### Signal wires on met2

The bar under the picture is 50 um long.
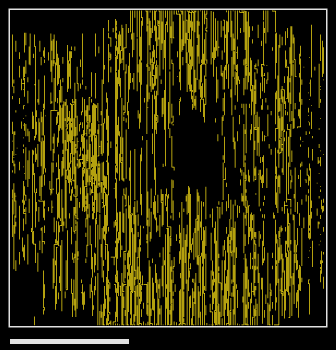
### Logic cells by family

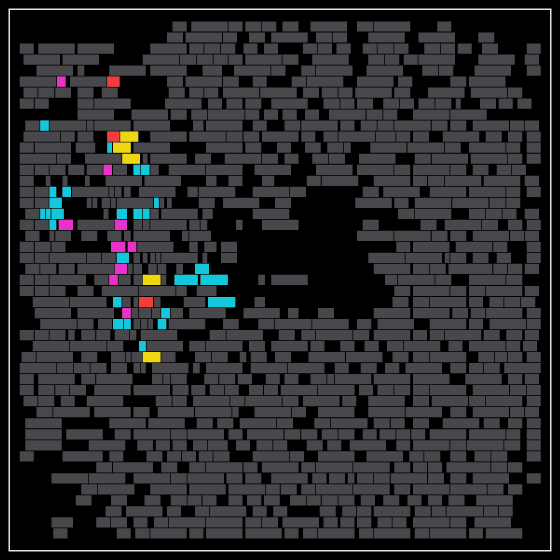
[src/rtl/ntt_pkg.sv]
// ---------------------------------------------------------------------------
// ntt_pkg
// Shared constants and types for the NTT coefficient unload path.
//   DATA_WIDTH      coefficient width
//   ADDR_WIDTH      BRAM address width (32 entries per bank)
//   NUM_BRAM        number of coefficient banks
//   NUM_COEFFS      coefficients per polynomial
//   COEFFS_PER_WORD coefficients packed into one output word
//   unload_state_e  unload controller states
// ---------------------------------------------------------------------------
package ntt_pkg;

  localparam int DATA_WIDTH      = 12;
  localparam int ADDR_WIDTH      = 5;
  localparam int NUM_BRAM        = 8;
  localparam int NUM_COEFFS      = 256;
  localparam int COEFFS_PER_WORD = 16;
  localparam int NUM_WORDS       = NUM_COEFFS / COEFFS_PER_WORD;
  localparam int READS_PER_WORD  = COEFFS_PER_WORD / 2;
  localparam int WORD_CNT_WIDTH  = 4;
  localparam int RD_CNT_WIDTH    = 3;
  localparam int WAIT_CNT_WIDTH  = 3;

  typedef enum logic [2:0] {
    ST_IDLE,
    ST_READ,
    ST_WAIT,
    ST_HOLD,
    ST_DONE
  } unload_state_e;

endpackage

[src/rtl/ntt_rd_tag_pipe.sv]
// ---------------------------------------------------------------------------
// ntt_rd_tag_pipe
// Carries a valid flag and the read-slot index alongside the BRAM read so the
// capture logic knows which coefficient slots the returning data belongs to.
//   clk_i, rst_ni  clock / asynchronous active-low reset
//   in_valid       a bank read is issued this cycle
//   in_tag         slot index k of that read
//   out_valid      read data for the tagged read is on rdata this cycle
//   out_tag        slot index k of the returning data
// ---------------------------------------------------------------------------
module ntt_rd_tag_pipe
  import ntt_pkg::*;
#(
  parameter int READ_LATE = 2,
  parameter int TAG_WIDTH = RD_CNT_WIDTH
) (
  input  logic                 clk_i,
  input  logic                 rst_ni,
  input  logic                 in_valid,
  input  logic [TAG_WIDTH-1:0] in_tag,
  output logic                 out_valid,
  output logic [TAG_WIDTH-1:0] out_tag
);

  logic [READ_LATE-1:0] valid_q;
  logic [TAG_WIDTH-1:0] tag_q [READ_LATE];

  // Reset clears every stage, so reads still in flight at reset are never
  // captured once the design comes back up.
  always_ff @(posedge clk_i or negedge rst_ni) begin
    if (!rst_ni) begin
      valid_q <= '0;
      for (int i = 0; i < READ_LATE; i++) begin
        tag_q[i] <= '0;
      end
    end else begin
      valid_q[0] <= in_valid;
      tag_q[0]   <= in_tag;
      for (int i = 1; i < READ_LATE; i++) begin
        valid_q[i] <= valid_q[i-1];
        tag_q[i]   <= tag_q[i-1];
      end
    end
  end

  assign out_valid = valid_q[READ_LATE-1];
  assign out_tag   = tag_q[READ_LATE-1];

endmodule

[src/rtl/ntt_unload.sv]
// ---------------------------------------------------------------------------
// ntt_unload
// Streams the 256 coefficients held across the BRAM banks out as 16 packed
// words of 16 coefficients each, coefficient 0 of a word in the MSBs.
//   clk_i, rst_ni          clock / asynchronous active-low reset
//   start, is_NTT          run request (IDLE only) and mode tag
//   re                     one-hot bank read enable
//   addr_rd_a, addr_rd_b   port A/B read addresses
//   rdata_a, rdata_b       bank read data, READ_LATE cycles after re
//   dout, valid_output     packed word and its valid
//   ready_output           sink accept
//   is_NTT_output          mode tag latched at start
//   busy, done_all         controller active / completion pulse
// ---------------------------------------------------------------------------
module ntt_unload #(
  parameter int DATA_WIDTH   = ntt_pkg::DATA_WIDTH,
  parameter int ADDR_WIDTH   = ntt_pkg::ADDR_WIDTH,
  parameter int OUTPUT_WIDTH = 192,
  parameter int NUM_BRAM     = ntt_pkg::NUM_BRAM,
  parameter int READ_LATE    = 2
) (
  input  logic                    clk_i,
  input  logic                    rst_ni,
  input  logic                    start,
  input  logic                    is_NTT,
  output logic [NUM_BRAM-1:0]     re,
  output logic [ADDR_WIDTH-1:0]   addr_rd_a,
  output logic [ADDR_WIDTH-1:0]   addr_rd_b,
  input  logic [DATA_WIDTH-1:0]   rdata_a,
  input  logic [DATA_WIDTH-1:0]   rdata_b,
  output logic [OUTPUT_WIDTH-1:0] dout,
  output logic                    valid_output,
  input  logic                    ready_output,
  output logic                    is_NTT_output,
  output logic                    busy,
  output logic                    done_all
);

  import ntt_pkg::*;

  localparam logic [WAIT_CNT_WIDTH-1:0] WAIT_LAST = WAIT_CNT_WIDTH'(READ_LATE - 1);
  localparam logic [WORD_CNT_WIDTH-1:0] LAST_WORD = WORD_CNT_WIDTH'(NUM_WORDS - 1);
  localparam logic [RD_CNT_WIDTH-1:0]   LAST_READ = RD_CNT_WIDTH'(READS_PER_WORD - 1);
  localparam logic [ADDR_WIDTH-1:0]     HALF_BANK = ADDR_WIDTH'(COEFFS_PER_WORD);

  unload_state_e              state_q, state_d;
  logic [WORD_CNT_WIDTH-1:0]  word_q;
  logic [RD_CNT_WIDTH-1:0]    rd_q;
  logic [WAIT_CNT_WIDTH-1:0]  wait_q;
  logic                       is_ntt_q;
  logic [ADDR_WIDTH-1:0]      addr_a_q, addr_b_q;
  logic [ADDR_WIDTH-1:0]      rd_base;
  logic [DATA_WIDTH-1:0]      coeff_q [COEFFS_PER_WORD];
  logic                       handshake;
  logic                       tag_valid;
  logic [RD_CNT_WIDTH-1:0]    tag_k;

  assign handshake = valid_output & ready_output;

  // Two words share each bank: even words take the lower half of the bank,
  // odd words the upper half.
  assign rd_base = word_q[0] ? HALF_BANK : '0;

  // State register.
  always_ff @(posedge clk_i or negedge rst_ni) begin
    if (!rst_ni) begin
      state_q <= ST_IDLE;
    end else begin
      state_q <= state_d;
    end
  end

  // Next-state logic: eight bank reads per word, then a drain of READ_LATE
  // cycles so the last read lands before the word is presented.
  always_comb begin
    state_d = state_q;
    case (state_q)
      ST_IDLE: if (start)                state_d = ST_READ;
      ST_READ: if (rd_q == LAST_READ)    state_d = ST_WAIT;
      ST_WAIT: if (wait_q == WAIT_LAST)  state_d = ST_HOLD;
      ST_HOLD: if (handshake)            state_d = (word_q == LAST_WORD) ? ST_DONE : ST_READ;
      ST_DONE:                           state_d = ST_IDLE;
      default:                           state_d = ST_IDLE;
    endcase
  end

  // Word / read / drain counters and the mode tag captured at start.
  always_ff @(posedge clk_i or negedge rst_ni) begin
    if (!rst_ni) begin
      word_q   <= '0;
      rd_q     <= '0;
      wait_q   <= '0;
      is_ntt_q <= 1'b0;
    end else begin
      case (state_q)
        ST_IDLE: begin
          if (start) begin
            word_q   <= '0;
            rd_q     <= '0;
            is_ntt_q <= is_NTT;
          end
        end
        ST_READ: begin
          rd_q   <= rd_q + 1'b1;
          wait_q <= '0;
        end
        ST_WAIT: wait_q <= wait_q + 1'b1;
        ST_HOLD: begin
          if (handshake && (word_q != LAST_WORD)) begin
            word_q <= word_q + 1'b1;
          end
        end
        default: ;
      endcase
    end
  end

  // Output logic. Addresses are only recomputed while reading; otherwise
  // they replay the registered copy so the BRAM ports see a stable value.
  always_comb begin
    re           = '0;
    addr_rd_a    = addr_a_q;
    addr_rd_b    = addr_b_q;
    valid_output = 1'b0;
    busy         = (state_q != ST_IDLE);
    done_all     = 1'b0;
    case (state_q)
      ST_READ: begin
        re        = NUM_BRAM'(1) << word_q[WORD_CNT_WIDTH-1:1];
        addr_rd_a = rd_base + ADDR_WIDTH'({rd_q, 1'b0});
        addr_rd_b = rd_base + ADDR_WIDTH'({rd_q, 1'b1});
      end
      ST_HOLD: valid_output = 1'b1;
      ST_DONE: done_all     = 1'b1;
      default: ;
    endcase
  end

  // Last driven read addresses.
  always_ff @(posedge clk_i or negedge rst_ni) begin
    if (!rst_ni) begin
      addr_a_q <= '0;
      addr_b_q <= '0;
    end else begin
      addr_a_q <= addr_rd_a;
      addr_b_q <= addr_rd_b;
    end
  end

  ntt_rd_tag_pipe #(
    .READ_LATE (READ_LATE),
    .TAG_WIDTH (RD_CNT_WIDTH)
  ) u_tag_pipe (
    .clk_i     (clk_i),
    .rst_ni    (rst_ni),
    .in_valid  (state_q == ST_READ),
    .in_tag    (rd_q),
    .out_valid (tag_valid),
    .out_tag   (tag_k)
  );

  // Read k returns coefficients 2k (port A) and 2k+1 (port B). All captures
  // for a word finish before HOLD, so the word is stable while presented.
  always_ff @(posedge clk_i or negedge rst_ni) begin
    if (!rst_ni) begin
      for (int j = 0; j < COEFFS_PER_WORD; j++) begin
        coeff_q[j] <= '0;
      end
    end else if (tag_valid) begin
      coeff_q[{tag_k, 1'b0}] <= rdata_a;
      coeff_q[{tag_k, 1'b1}] <= rdata_b;
    end
  end

  for (genvar j = 0; j < COEFFS_PER_WORD; j++) begin : g_pack
    assign dout[OUTPUT_WIDTH-DATA_WIDTH*(j+1) +: DATA_WIDTH] = coeff_q[j];
  end

  assign is_NTT_output = is_ntt_q;

endmodule

[config.mk]
export PLATFORM = sky130hd
export DESIGN_NAME = ntt_unload
export DESIGN_NICKNAME = d
export VERILOG_FILES = /design/src/rtl/ntt_pkg.sv /design/src/rtl/ntt_rd_tag_pipe.sv /design/src/rtl/ntt_unload.sv
export SDC_FILE = /design/constraint.sdc
export NUM_CORES = 1
export LEC_CHECK = 0
export CORE_MARGIN = 2
export CORE_UTILIZATION = 52
export DETAILED_ROUTE_END_ITERATION = 8
export GPL_TIMING_DRIVEN = 0
export MAX_ROUTING_LAYER = met4
export PLACE_DENSITY = 0.87
export SETUP_SLACK_MARGIN = 0.2
export SLEW_MARGIN = 15
export SYNTH_ARGS = -nofsm -noshare
export SYNTH_HDL_FRONTEND = slang
export SYNTH_HIERARCHICAL = 1
export SYNTH_SLANG_ARGS = --single-unit
[constraint.sdc]
create_clock -name clk_i -period 5.23 [get_ports clk_i]
set_clock_uncertainty 0.2 [all_clocks]
set_input_delay 0.7845 -clock clk_i [delete_from_list [all_inputs] [get_ports clk_i]]
set_output_delay 0.7845 -clock clk_i [all_outputs]
set_load 0.01 [all_outputs]
==> notes.md <==
Main metrics from the flow reports.

The routed wirelength on the met1 layer is recorded as 9.01 mm. The first TritonRoute pass finished after 4 iterations. The count of cells along the worst hold path is 0. The arrival time reported for the critical path endpoint is 2.51 ns.

The chip area line in the Yosys stat output reads 8690 um^2. The cell total in the yosys stat output is 543. For reference, the final report shows the hold violation count at 0.

In the layout the commonest cells are clkdlybuf4s50_1, dfrtp_1, mux2_2. The number of sinks driven by the clock tree is 224. The total area of multi-input combinational cells is 2860 um^2. The number of filler cells placed in the layout is 1,011. The tally of yosys warning messages came out at 6.

The reg-to-reg endpoint is dout[166]. The number of gates resized after CTS is 0. The aggregate negative setup slack came out at 0 ns. The power per cell area came out at 711 nW/um^2. The number of global-route vias before repair came out at 6,056. The routed layout has 5,639 vias. The total number of H-tree levels is 1. The pre-CTS setup slack came out at 2.26 ns. The final net count came out at 847. The per-cell via count in the routed design came out at 5.37.

For reference, the most critical setup path is categorized as reg2out. The origin of the worst min-delay path is u_tag_pipe/tag_q[3]. The post-route antenna net violation count came out at 0.

The cell count after synthesis came out at 543. Buffers inserted during clock tree synthesis total 23. From left edge to right edge, the die measures 133 um.

The tool warning count came out at 27. As logged by OpenROAD, the buffers inserted on ports number 242. In the floorplan report the effective utilization is 52.8%.

The total power of the final layout is 0.00870 W. The layout summary lists the proportion of cells stronger than drive strength 1 as 33.4%. The total nets after synthesis is 577. The flip-flop count of the largest register after layout is 192. The capture point of the critical path is addr_rd_a[2]. The number of cell rows is 47.

Max-cap violations in this run came to 0. The clock latency on the worst-skew pair came out at 0.51 ns. Detailed routing placed a total of 11.2 mm of wire on met2. For this run, the script counts the antenna cells in the layout as 0.

The floorplan step set the die height to 133 um. Setup repair after global routing left no endpoint under its margin. For this design the static power due to leakage is 5.17 nW. The required time at the endpoint of the critical path came out at 4.25 ns. For this sky-water flow run, the detailed-routed wirelength per cell is reported as 20.9 um.

The number of enable-type register cells in the synthesized netlist is 0. Hold analysis lists the worst path endpoint as u_tag_pipe/out_tag[0]. The tightest min-delay check is of the reg2reg type. The final critical-path required period came out at 3.50 ns.

Per the run report, area growth between synthesis and finish was 40.7%. The worst setup path is launched from a flip-flop. Pin placement for this block handled 243 I/O pins. The last weighted congestion value of the routability-driven placer is 0.895. Per STA, the startpoint of the critical path is state_q[1]. Per the synth stats, the proportion of register bits with asynchronous set or reset is 100%. The placed standard-cell area came out at 11,400 um^2. The worst register-to-register path begins at u_tag_pipe/out_tag[1]. The top metal layer carrying routed signals is met4.

The portion of the post-synthesis area used by sequential elements is 64.5%. The first-iteration detailed-routing DRC count is 210. Per the GRT congestion report, total overflow comes to 0. The maximum count of clock buffers along a single path is 3. Including well taps, the total number of placed cells is 1,007.

The floorplan step defined a core boundary enclosing 16,500 um^2. The post-CTS clock slew at the launch and capture registers of the worst setup and hold paths is 0.06 ns. Per the final report, max-transition violations number 0. Per the synth stats, the flop cell with the highest instance count is dfrtp_1.

The depth of the worst register-to-register path is 5. The area of the die came out at 17,800 um^2. The worst setup path is captured at a primary output. Summing all flip-flop and latch instances after layout gives 5610 um^2. The max-slew check reports its worst relative slack as 42.4%. The hold buffer count at cts came out at 1. The half-perimeter wire length after detailed placement came out at 15.4 mm. The number of buffers inserted to repair setup after CTS came out at 0. The peak supply drop came out at 348 uV.

The global-route wire length before repair is 34.2 mm. The initial antenna violation count was 0. The pin closest to its max-slew limit shows a slew of 0.853 ns. In the Yosys stats the netlist draws on 43 distinct library cells. Along the worst path, the maximum fanout reaches 10. The number of setup violations in the final report is 0. TritonCTS built the clock tree.

The flow ran to the end, and the final reports show no timing, DRC or antenna violations. The final instance area came out at 12,200 um^2. Entering global routing, the biggest net connects 88 pins. The met3 wire length came out at 1.10 mm.

The total global routing track utilization is 25.5%. A synthesized cell averages 16.0 um^2.
Notes on 'Signal wires on met2' above:
The layer carries 11,200 um of wire. The layer holds 51% of the routed length. The longest straight run is 59.8 um. 819 nets have wire on it.
global-route met2 utilization: 43.5%
total wirelength of the detailed-routed design: 21.9 mm

Notes on 'Logic cells by family' above:
Key: nor cells = cyan [cells 26, most used nor3_1]; fa/ha/maj cells = yellow [cells 5, most used ha_1]; and/or cells = magenta [cells 9, where west]; non-inverting ao/oa cells = red [cells 3, most used a22o_1]
commonest non-fill, non-tap cell in the layout: clkdlybuf4s50_1
combinational share of cell area: 23.4%
number of standard cells in the layout, taps in and fillers out: 1,050

[metrics by stage]
step	utilization (%)	hold WS, ns
detailed placement	69.5	0.143
floorplan	-	0.131
finish	74.2	0.154
CTS	74.2	0.160
global route	74.2	0.165
global placement	69.2	0.135
[worst max-delay path, stage by stage (launching register included)]
cell and delay [ns]:
dfrtp_1 0.42, nor2_1 0.10, nand2_1 0.15, clkinv_1 0.20, buf_2 0.26, mux2_2 0.38
clkdlybuf4s50_1 0.49
[area by class of cell]
type	instances	share of cell area, %
Clock buffer	29	5.22
Buffer	30	1.63
Tap cell	220	2.25
Timing Repair Buffer	245	20.4
Inverter	6	0.184
Multi-Input combinational cell	283	23.4
Sequential cell	224	45.8
Clock inverter	13	1.06
[logic make-up after synthesis]
| family | synth area share [%] |
|---|---|
| flops | 64.5 |
| buf+inv | 2.55 |
| mux | 26.3 |
| fa+ha+maj | 0.720 |
| compound gates | 1.18 |
| simple gates | 4.77 |
[metal layers]
layer | GRT usage (%) | up-vias
met5 | - | -
met3 | 3.27 | 46
li1 | - | 2493
met1 | 32.2 | 2885
met4 | 7.80 | 0
met2 | 43.5 | 215
[Yosys cell counts, types with 3 or more instances]
cell	instances	area, um^2
nor2_1	4	15.0
buf_6	5	56.3
nand2b_1	5	31.3
clkbuf_1	4	15.0
mux2_2	199	2240
dfrtp_1	224	5610
buf_4	9	67.6
a31oi_1	3	18.8
nor2b_1	5	31.3
nor4b_1	3	26.3
inv_1	5	18.8
buf_2	12	60.1
nor3_1	6	30.0
ha_1	5	62.6
a21oi_1	4	20.0
nand2_1	12	45.0
[report_power, final]
part           switching, W  leakage, nW  total, W  internal (W)
clock              0.000677        0.387   0.00165      0.000969
sequential         0.000475         2.66   0.00308       0.00260
combinational       0.00159         2.12   0.00398       0.00238
total               0.00274         5.17   0.00870       0.00595
Power and IR drop assume default switching activity.
